==> run_1/gate_families.png <==
Scale: 4 px per um.
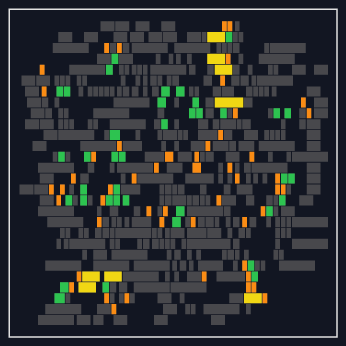
==> run_1/registers.png <==
Scale: 3 px per um. Other sequential cells in the stronger gray, the rest of the logic in the fainter gray.
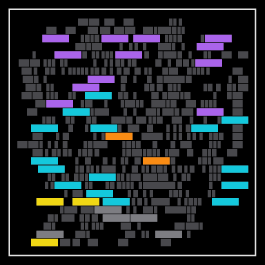
==> run_1/final_clocks.png <==
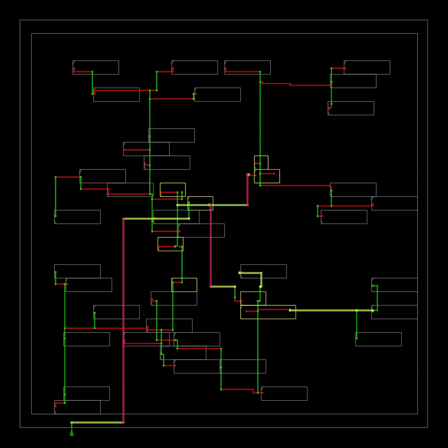
==> run_1/port_nets.png <==
Scale: 6 px per um.
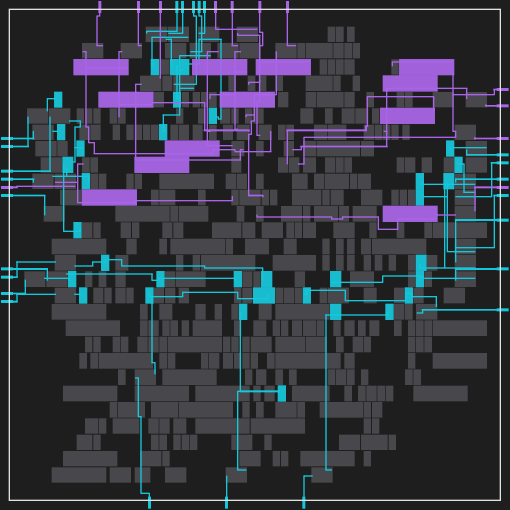
File: src/rtl/audio_pkg.sv
// Shared types and constants for the PSG frame sequencer and envelope engine.
package audio_pkg;

  localparam int unsigned VOL_W  = 4;
  localparam int unsigned CAND_W = VOL_W + 1;
  localparam int unsigned CNT_W  = 3;
  localparam int unsigned STEP_W = 3;
  localparam int unsigned IDX_W  = 2;
  localparam int unsigned REG_W  = 8;

  localparam logic [STEP_W-1:0] STEP_ENV     = 3'd7;
  localparam logic [STEP_W-1:0] SWEEP_STEP_A = 3'd2;
  localparam logic [STEP_W-1:0] SWEEP_STEP_B = 3'd6;

  typedef enum logic {
    IDLE    = 1'b0,
    SERVICE = 1'b1
  } sched_state_t;

  typedef struct packed {
    logic [VOL_W-1:0] vol;
    logic [CNT_W-1:0] cnt;
    logic             dir;
    logic             running;
  } env_state_t;

  // Envelope state loaded from an NRx2 value on trigger.
  function automatic env_state_t env_load(input logic [REG_W-1:0] reg_val);
    env_state_t s;
    s.vol     = reg_val[7:4];
    s.cnt     = reg_val[2:0];
    s.dir     = reg_val[3];
    s.running = |reg_val[2:0];
    return s;
  endfunction

endpackage

File: src/rtl/frame_sequencer.sv
// 8-step frame sequencer: divides the 512 Hz strobe into length, sweep and envelope ticks.
module frame_sequencer
  import audio_pkg::*;
(
  input  logic clock,
  input  logic reset_n,
  input  logic master_en,
  input  logic tick_512,
  output logic length_tick,
  output logic sweep_tick,
  output logic env_tick
);

  logic [STEP_W-1:0] step;

  // Ticks decode the step value before it advances.
  always_ff @(posedge clock or negedge reset_n) begin
    if (!reset_n) begin
      step        <= '0;
      length_tick <= 1'b0;
      sweep_tick  <= 1'b0;
      env_tick    <= 1'b0;
    end else if (!master_en) begin
      step        <= '0;
      length_tick <= 1'b0;
      sweep_tick  <= 1'b0;
      env_tick    <= 1'b0;
    end else begin
      length_tick <= tick_512 && !step[0];
      sweep_tick  <= tick_512 && ((step == SWEEP_STEP_A) || (step == SWEEP_STEP_B));
      env_tick    <= tick_512 && (step == STEP_ENV);
      if (tick_512) step <= step + STEP_W'(1);
    end
  end

endmodule

File: src/rtl/envelope_scheduler.sv
// Frame sequencer plus a time-shared volume-envelope engine serving one channel per clock.
module envelope_scheduler
  import audio_pkg::*;
#(
  parameter int unsigned NUM_CH = 3
) (
  input  logic                    clock,
  input  logic                    reset_n,
  input  logic                    master_en,
  input  logic                    tick_512,
  input  logic [REG_W*NUM_CH-1:0] nrx2,
  input  logic [NUM_CH-1:0]       trigger,
  output logic                    length_tick,
  output logic                    sweep_tick,
  output logic                    env_tick,
  output logic [VOL_W*NUM_CH-1:0] volume,
  output logic [NUM_CH-1:0]       dac_en,
  output logic                    busy
);

  sched_state_t      state_q, state_d;
  logic [IDX_W-1:0]  idx_q, idx_d;
  logic              pending_q, pending_d;
  env_state_t        env_q [NUM_CH];
  env_state_t        env_d [NUM_CH];
  env_state_t        svc_cur, svc_nxt;
  logic [CNT_W-1:0]  svc_period;
  logic [CAND_W-1:0] cand;

  frame_sequencer u_frame_sequencer (
    .clock       (clock),
    .reset_n     (reset_n),
    .master_en   (master_en),
    .tick_512    (tick_512),
    .length_tick (length_tick),
    .sweep_tick  (sweep_tick),
    .env_tick    (env_tick)
  );

  // Next-state, shared inc/dec unit and per-channel write-back.
  always_comb begin
    state_d    = state_q;
    idx_d      = idx_q;
    pending_d  = pending_q;
    env_d      = env_q;
    svc_cur    = '0;
    svc_period = '0;
    cand       = '0;

    for (int k = 0; k < int'(NUM_CH); k++) begin
      if (idx_q == IDX_W'(k)) begin
        svc_cur    = env_q[k];
        svc_period = nrx2[REG_W*k +: CNT_W];
      end
    end

    svc_nxt = svc_cur;
    if (svc_cur.running && (svc_period != '0)) begin
      if (svc_cur.cnt > CNT_W'(1)) begin
        svc_nxt.cnt = svc_cur.cnt - CNT_W'(1);
      end else begin
        svc_nxt.cnt = svc_period;
        cand = svc_cur.dir ? ({1'b0, svc_cur.vol} + CAND_W'(1))
                           : ({1'b0, svc_cur.vol} - CAND_W'(1));
        // Carry/borrow out of the 4-bit range latches the envelope instead of wrapping.
        if (!cand[VOL_W]) svc_nxt.vol     = cand[VOL_W-1:0];
        else              svc_nxt.running = 1'b0;
      end
    end

    case (state_q)
      IDLE: begin
        if (env_tick || pending_q) begin
          state_d   = SERVICE;
          idx_d     = '0;
          pending_d = 1'b0;
        end
      end
      SERVICE: begin
        if (env_tick) pending_d = 1'b1;
        for (int k = 0; k < int'(NUM_CH); k++) begin
          if (idx_q == IDX_W'(k)) env_d[k] = svc_nxt;
        end
        if (idx_q == IDX_W'(NUM_CH - 1)) begin
          state_d = IDLE;
          idx_d   = '0;
        end else begin
          idx_d = idx_q + IDX_W'(1);
        end
      end
      default: state_d = IDLE;
    endcase

    // Trigger overrides any service write to the same channel.
    for (int k = 0; k < int'(NUM_CH); k++) begin
      if (trigger[k]) env_d[k] = env_load(nrx2[REG_W*k +: REG_W]);
    end

    if (!master_en) begin
      state_d   = IDLE;
      idx_d     = '0;
      pending_d = 1'b0;
      for (int k = 0; k < int'(NUM_CH); k++) env_d[k] = '0;
    end
  end

  always_ff @(posedge clock or negedge reset_n) begin
    if (!reset_n) begin
      state_q   <= IDLE;
      idx_q     <= '0;
      pending_q <= 1'b0;
      for (int k = 0; k < int'(NUM_CH); k++) env_q[k] <= '0;
    end else begin
      state_q   <= state_d;
      idx_q     <= idx_d;
      pending_q <= pending_d;
      env_q     <= env_d;
    end
  end

  assign busy = (state_q == SERVICE);

  always_comb begin
    volume = '0;
    dac_en = '0;
    for (int k = 0; k < int'(NUM_CH); k++) begin
      volume[VOL_W*k +: VOL_W] = env_q[k].vol;
      dac_en[k]                = |nrx2[REG_W*k+3 +: 5];
    end
  end

endmodule
File: config.mk
export PLATFORM = sky130hd
export DESIGN_NAME = envelope_scheduler
export DESIGN_NICKNAME = d
export VERILOG_FILES = /design/src/rtl/audio_pkg.sv /design/src/rtl/frame_sequencer.sv /design/src/rtl/envelope_scheduler.sv
export SDC_FILE = /design/constraint.sdc
export NUM_CORES = 1
export LEC_CHECK = 0
export ABC_AREA = 1
export ABC_CLOCK_PERIOD_IN_PS = 5800
export CAP_MARGIN = 20
export CORE_MARGIN = 2
export CORE_UTILIZATION = 45
export CTS_CLUSTER_SIZE = 12
export DETAILED_ROUTE_END_ITERATION = 10
export MAX_ROUTING_LAYER = met4
export PLACE_DENSITY = 0.7
export SYNTH_ARGS = -nofsm -noshare
export SYNTH_HDL_FRONTEND = slang
export SYNTH_SLANG_ARGS = --single-unit
File: constraint.sdc
create_clock -name clock -period 5.8 [get_ports clock]
set_input_delay 0.58 -clock clock [delete_from_list [all_inputs] [get_ports clock]]
set_output_delay 0.58 -clock clock [all_outputs]
set_load 0.01 [all_outputs]
==> results.txt, run 1 <==
The layout was made with Yosys and OpenROAD.

The run finished with clean final reports. TritonCTS built the clock tree. The overall die size recorded for this design is 6660 um^2. The iteration-0 DRC count of the detailed router is 152.

The total power divided by cell area is 238 nW/um^2. The post-route report lists met1 wire length as 3380 um. In this run the horizontal extent of the chip is 81.6 um. The timing report gives the biggest stage delay along the critical path as 0.68 ns. The logic share of the area is 0.438. The number of remaining DRC errors is 0. The fraction of the yosys area taken by sequential cells is 0.342.

The post-synthesis instance total is 389. Per the synth log, the flip-flop and latch total comes to 37. The number of maximum-capacitance violations recorded for the run is 0. For this run the detailed placement stage logged an HPWL of 5530 um. The flip-flop count of the largest register after layout is 15. The worst register-to-register path depth is 17. The final design instance area without fill is 3260 um^2.

After synthesis, the most frequently instantiated cells are sky130_fd_sc_hd__nand2_1 (127), sky130_fd_sc_hd__inv_1 (45), sky130_fd_sc_hd__nand3_1 (41). The startpoint identified for the worst register-to-register timing path is idx_q[1]. The layout has 581 filler cells. The top-level port count is 50. The sequential portion of the cell area is 0.284. The initial utilization of the core area, before any placement, comes to 0.460. In the global route stage, met2 resource usage came out at 0.367. STA reports the tightest min-delay check as being of type register to register. The critical path is of the register to register type. Measured against its own limit, the worst slew margin works out to 0.649. For this run, the number of Yosys warnings is 0. Data on the critical path arrives at its endpoint at 2.98 ns. Measured on the final layout, buffering overhead outside the clock network stands at 0.153. The async set or reset register ratio after synthesis is 1.00.

env_q holds more flip-flops than any other register. The number of detailed-routing iterations run before antenna repair is 5. The sequential standard cell area is 926 um^2. The first global-routing pass estimated 11,800 um of wire. The part of the power in registers is 0.389. Routing resource usage on met3 recorded by global route was 0.0297. The number of distinct library cells after synthesis is 31. The buffer and inverter count on the worst path is 3. The clock network fraction of total power is 0.312. The sink of the worst hold path is u_frame_sequencer.length_tick.

The dominant logic cell type in the layout is sky130_fd_sc_hd__nand2_1. The tap cell count is 75. The tally of OpenROAD warnings is 27.
## Picture notes: gate_families.png
- inverting AOI/OAI gates: green (cells 38; most used a21oi_1)
- inverters: orange (cells 51; most used inv_1)
- adder and majority cells: yellow (cells 8; most used ha_1)

## Picture notes: registers.png
- volume: purple (placed flops 12)
- idx_q: orange (placed flops 2)
- env_q: cyan (placed flops 15)
- u_frame_sequencer.step: yellow (placed flops 3)
- not colored: 5

## Picture notes: final_clocks.png
total CTS buffers: 5
largest clock skew in the final design: 0.00906 ns

## Picture notes: port_nets.png
- volume: purple (bits 12; direction output; edge 7 top, 4 right, 1 left; end cells 12; buffers 12; wire 535 um)
- nrx2: cyan (bits 24; direction input; edge 9 left, 7 right, 5 top, 3 bottom; end cells 34; buffers 24; wire 634 um)

[run 1: logic make-up after synthesis]
| logic type | after synthesis | synth area share |
|---|---|---|
| simple gates | 233 | 0.409 |
| buf+inv | 72 | 0.131 |
| compound gates | 38 | 0.0748 |
| flops | 37 | 0.342 |
| fa+ha+maj | 8 | 0.0397 |
| xor+xnor | 1 | 0.00323 |
[run 1: power by group through the flow]
stage	clock, uW	sequential [uW]	combinational (uW)
6_report	242	301	232
3_3_place_gp	0	306	228
4_1_cts	243	301	232
3_5_place_dp	0	306	231
2_1_floorplan	0	298	161
5_1_grt	255	304	261
==> run_1/metal_stack.png <==
Scale: 4 px per um.
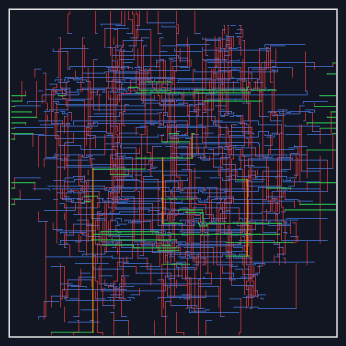

## Run 2: what changed since run 1
Settings changed: ABC_CLOCK_PERIOD_IN_PS 5800 to 2580.
Clock period 5.8 ns to 2.58 ns, I/O delays scaled along.
==> run_2/metal_stack.png <==
Scale: 4 px per um.
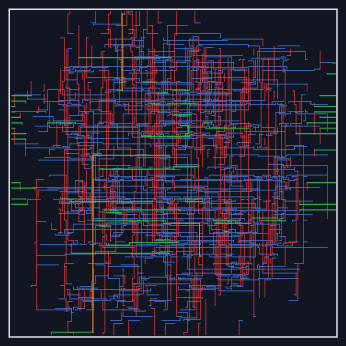
- met3: green (wire length 411 um)
- met2: red (wire length 3,360 um)
- met1: blue (wire length 3,460 um)
- met4: orange (wire length 71.4 um)

==> results.txt, run 2 <==
The layout was made with Yosys and OpenROAD.

The run finished with clean final reports. The iteration-0 DRC count of the detailed router is 235 (+55%). The layout buffering overhead excluding clock cells is 0.179 (+0.0265).

The share of the core filled by cells before placement is 0.460 (unchanged). The clock network power is 521 uW (+120%). The buffer and inverter count on the worst path came to 3 (unchanged). In the synthesized netlist, the dominant kind of combinational cell is simple AND/OR/NAND/NOR gates. The arrival time of data at the critical path endpoint is 2.68 ns (-0.30 ns). The delay of the slowest cell on the worst path is 0.46 ns (-0.22 ns).

The depth of the worst register-to-register path is 15 (-2). The tap cell count is 75 (unchanged). The final HPWL from detailed placement is 5740 um (+3.8%). The simple-gate share of the synthesized area is 0.409 (unchanged). The top-level port count is 50 (unchanged). The register with the highest flop count is env_q. The die boundary width is 81.6 um (unchanged). The global-route wire length before repair came to 11,900 um (+0.52%).

The number of synthesis warnings came to 0 (unchanged). The number of detailed-routing iterations run before antenna repair came to 4 (-1). The class of the most critical hold timing path is primary input to asynchronous set/reset pin.

The logic share of the area is 0.427 (-0.0107). The critical setup path kind is register to register. The filler cell count is 564 (-2.9%). The async set or reset register ratio after synthesis is 1.00 (unchanged).

The post-synthesis instance total is 389 (unchanged). For reference, the top cells by count after synthesis are sky130_fd_sc_hd__nand2_1 (127), sky130_fd_sc_hd__inv_1 (45), sky130_fd_sc_hd__nand3_1 (41). Looking at the reg2reg group, the worst path starts from idx_q[0]. The final design instance area without fill is 3390 um^2 (+4.0%). The arithmetic-cell share of the synthesized area counting full adders, half adders and majority gates is 0.0397 (unchanged).

Counting only logic cells after layout, the most numerous master is sky130_fd_sc_hd__nand2_1. The number of max-cap violations came to 0 (unchanged). The global routing usage on met2 is 0.376 (+0.00902). The normalized max-slew margin is 0.675 (+0.0266). The power in combinational cells came to 543 uW (+130%). The share of cell area taken by muxes after synthesis came to 0 (unchanged). The clock tree skew after final layout was 0.00693 ns (-0.00213 ns). The power consumed by sequential cells was 676 uW (+120%). The met3 capacity usage during global routing is 0.0352 (+0.00549). The largest share of the power goes to sequential cells. The chip area is 6660 um^2 (unchanged).
==> run_2/gate_families.png <==
Scale: 4 px per um.
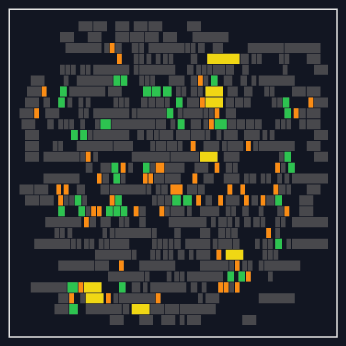
- adder and majority cells: yellow (cells 8; most used ha_1)
- inverting AOI/OAI gates: green (cells 38; most used a21oi_1)
- inverters: orange (cells 51; most used inv_1)

## run 2: cell counts after synthesis
No cell type changed its count.
## run 2: kinds of logic (layout without fill, tap and decap cells)
group,after synthesis,after routing
buffers and inverters,72,122
XOR/XNOR,1,1
flip-flops,37,37
AND-OR/OR-AND,38,38
adder cells (fa/ha/maj),8,8
AND/OR/NAND/NOR,233,233
## run 2: worst min path at each step
stage | to | slack [ns] | cells after the start
final | u_frame_sequencer.step[1] | 0.39 | 2
after global routing | u_frame_sequencer.step[1] | 0.44 | 2
after CTS | u_frame_sequencer.step[1] | 0.40 | 2
after detailed placement | env_q[20] | 0.47 | 2
after global placement | u_frame_sequencer.length_tick | 0.46 | 1
after floorplan | busy | -0.04 | 0
==> run_2/final_clocks.png <==
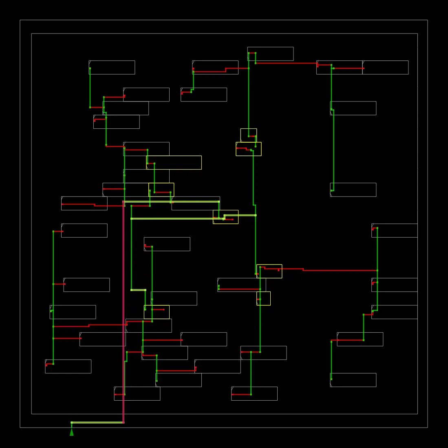

## Run 3: what changed since run 2
Settings changed: CORE_MARGIN 2 to not set, SETUP_SLACK_MARGIN set to 0.3.
==> run_3/final_clocks.png <==
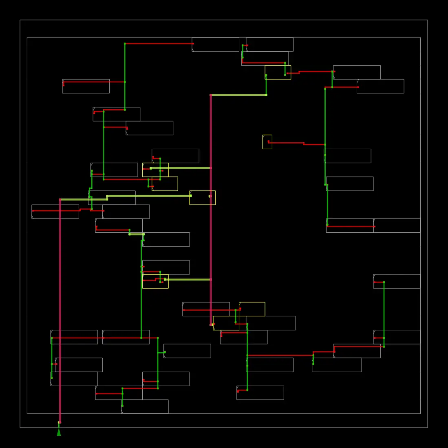
clock distribution power: 457 uW
sequential cells: 37

==> run_3/registers.png <==
Scale: 3 px per um. Other sequential cells in the stronger gray, the rest of the logic in the fainter gray.
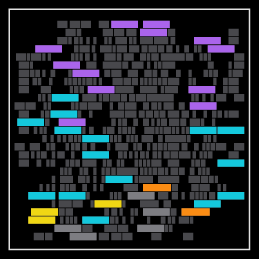
- env_q: cyan (placed flops 15)
- u_frame_sequencer.step: yellow (placed flops 3)
- volume: purple (placed flops 12)
- idx_q: orange (placed flops 2)

==> results.txt, run 3 <==
The layout was made with Yosys and OpenROAD.

The flow ran to the end, and the final reports show no timing, DRC or antenna violations. The share of the core filled by cells before placement is 0.480 (+0.0199). In the power breakdown, the biggest contributor is sequential cells. The count of vias placed by the detailed router is 2,663. The detailed router reports a met3 wire length of 493 um. The buffer and inverter count on the worst path is 4 (+1).

The power consumed by sequential cells is 677 uW (about the same). The post-synthesis instance total was 389 (unchanged). The depth of the worst register-to-register path is 16 (+1).

The normalized max-slew margin is 0.678 (+0.00237). The number of detailed-routing iterations run before antenna repair was 4 (unchanged). The OpenROAD report gives the critical path a required time of 2.76 ns.

The chip area is 6330 um^2 (-4.8%). By instance count after routing, the leading logic cell type is sky130_fd_sc_hd__nand2_1. The clock tree skew after final layout is 0.00736 ns (+0.000428 ns). The class of the most critical hold timing path is primary input to asynchronous set/reset pin. The filler cell count was 508 (-9.9%). The arithmetic-cell share of the synthesized area counting full adders, half adders and majority gates is 0.0397 (unchanged). The async set or reset register ratio after synthesis is 1.00 (unchanged).

The met3 capacity usage during global routing came to 0.0343 (-0.000879). The number of synthesis warnings is 0 (unchanged). At the end of the flow the core is filled with cells to 0.635. The total congestion overflow is 0.

For reference, the top cells by count after synthesis are sky130_fd_sc_hd__nand2_1 (127), sky130_fd_sc_hd__inv_1 (45), sky130_fd_sc_hd__nand3_1 (41). The largest family of logic cells by area is simple AND/OR/NAND/NOR gates. The iteration-0 DRC count of the detailed router is 196 (-17%). The simple-gate share of the synthesized area was 0.409 (unchanged).

The final HPWL from detailed placement came to 5780 um (+0.67%). The die boundary width came to 79.6 um (-2.5%). Per the placement log, port buffering inserted 49 buffers. The delay of the slowest cell on the worst path is 0.44 ns (-0.02 ns). The global-route wire length before repair is 12,300 um (+3.7%). Looking at the setup timing report, the critical path kind is register to register. More flip-flops sit in one register than any other, and that register is env_q. The global routing usage on met2 is 0.397 (+0.0204). The number of max-cap violations was 0 (unchanged). The share of cell area taken by muxes after synthesis is 0 (unchanged). The launch point of the worst register-to-register path is recorded as idx_q[1]. The power in combinational cells came to 623 uW (+15%).
## run 3: cell types whose count changed in the layout (fill, tap and decap cells not counted), moves of 4 or more
| cell | delta |
|---|---|
| sky130_fd_sc_hd__nand3_2 | +6 |
| sky130_fd_sc_hd__nand2_1 | -11 |
| sky130_fd_sc_hd__buf_6 | +4 |
| sky130_fd_sc_hd__buf_4 | +5 |
| sky130_fd_sc_hd__nand3_1 | -8 |
| sky130_fd_sc_hd__nand2_2 | +9 |
## run 3: cell type report
cell class / count / share of cell area
clock buffers: 7 / 0.0269
clock inverters: 1 / 0.00140
inverters: 51 / 0.0549
multi-input cells: 280 / 0.439
flip-flops and latches: 37 / 0.259
well taps: 72 / 0.0252
repair buffers: 72 / 0.193
Power is estimated from default activity; no workload was simulated.
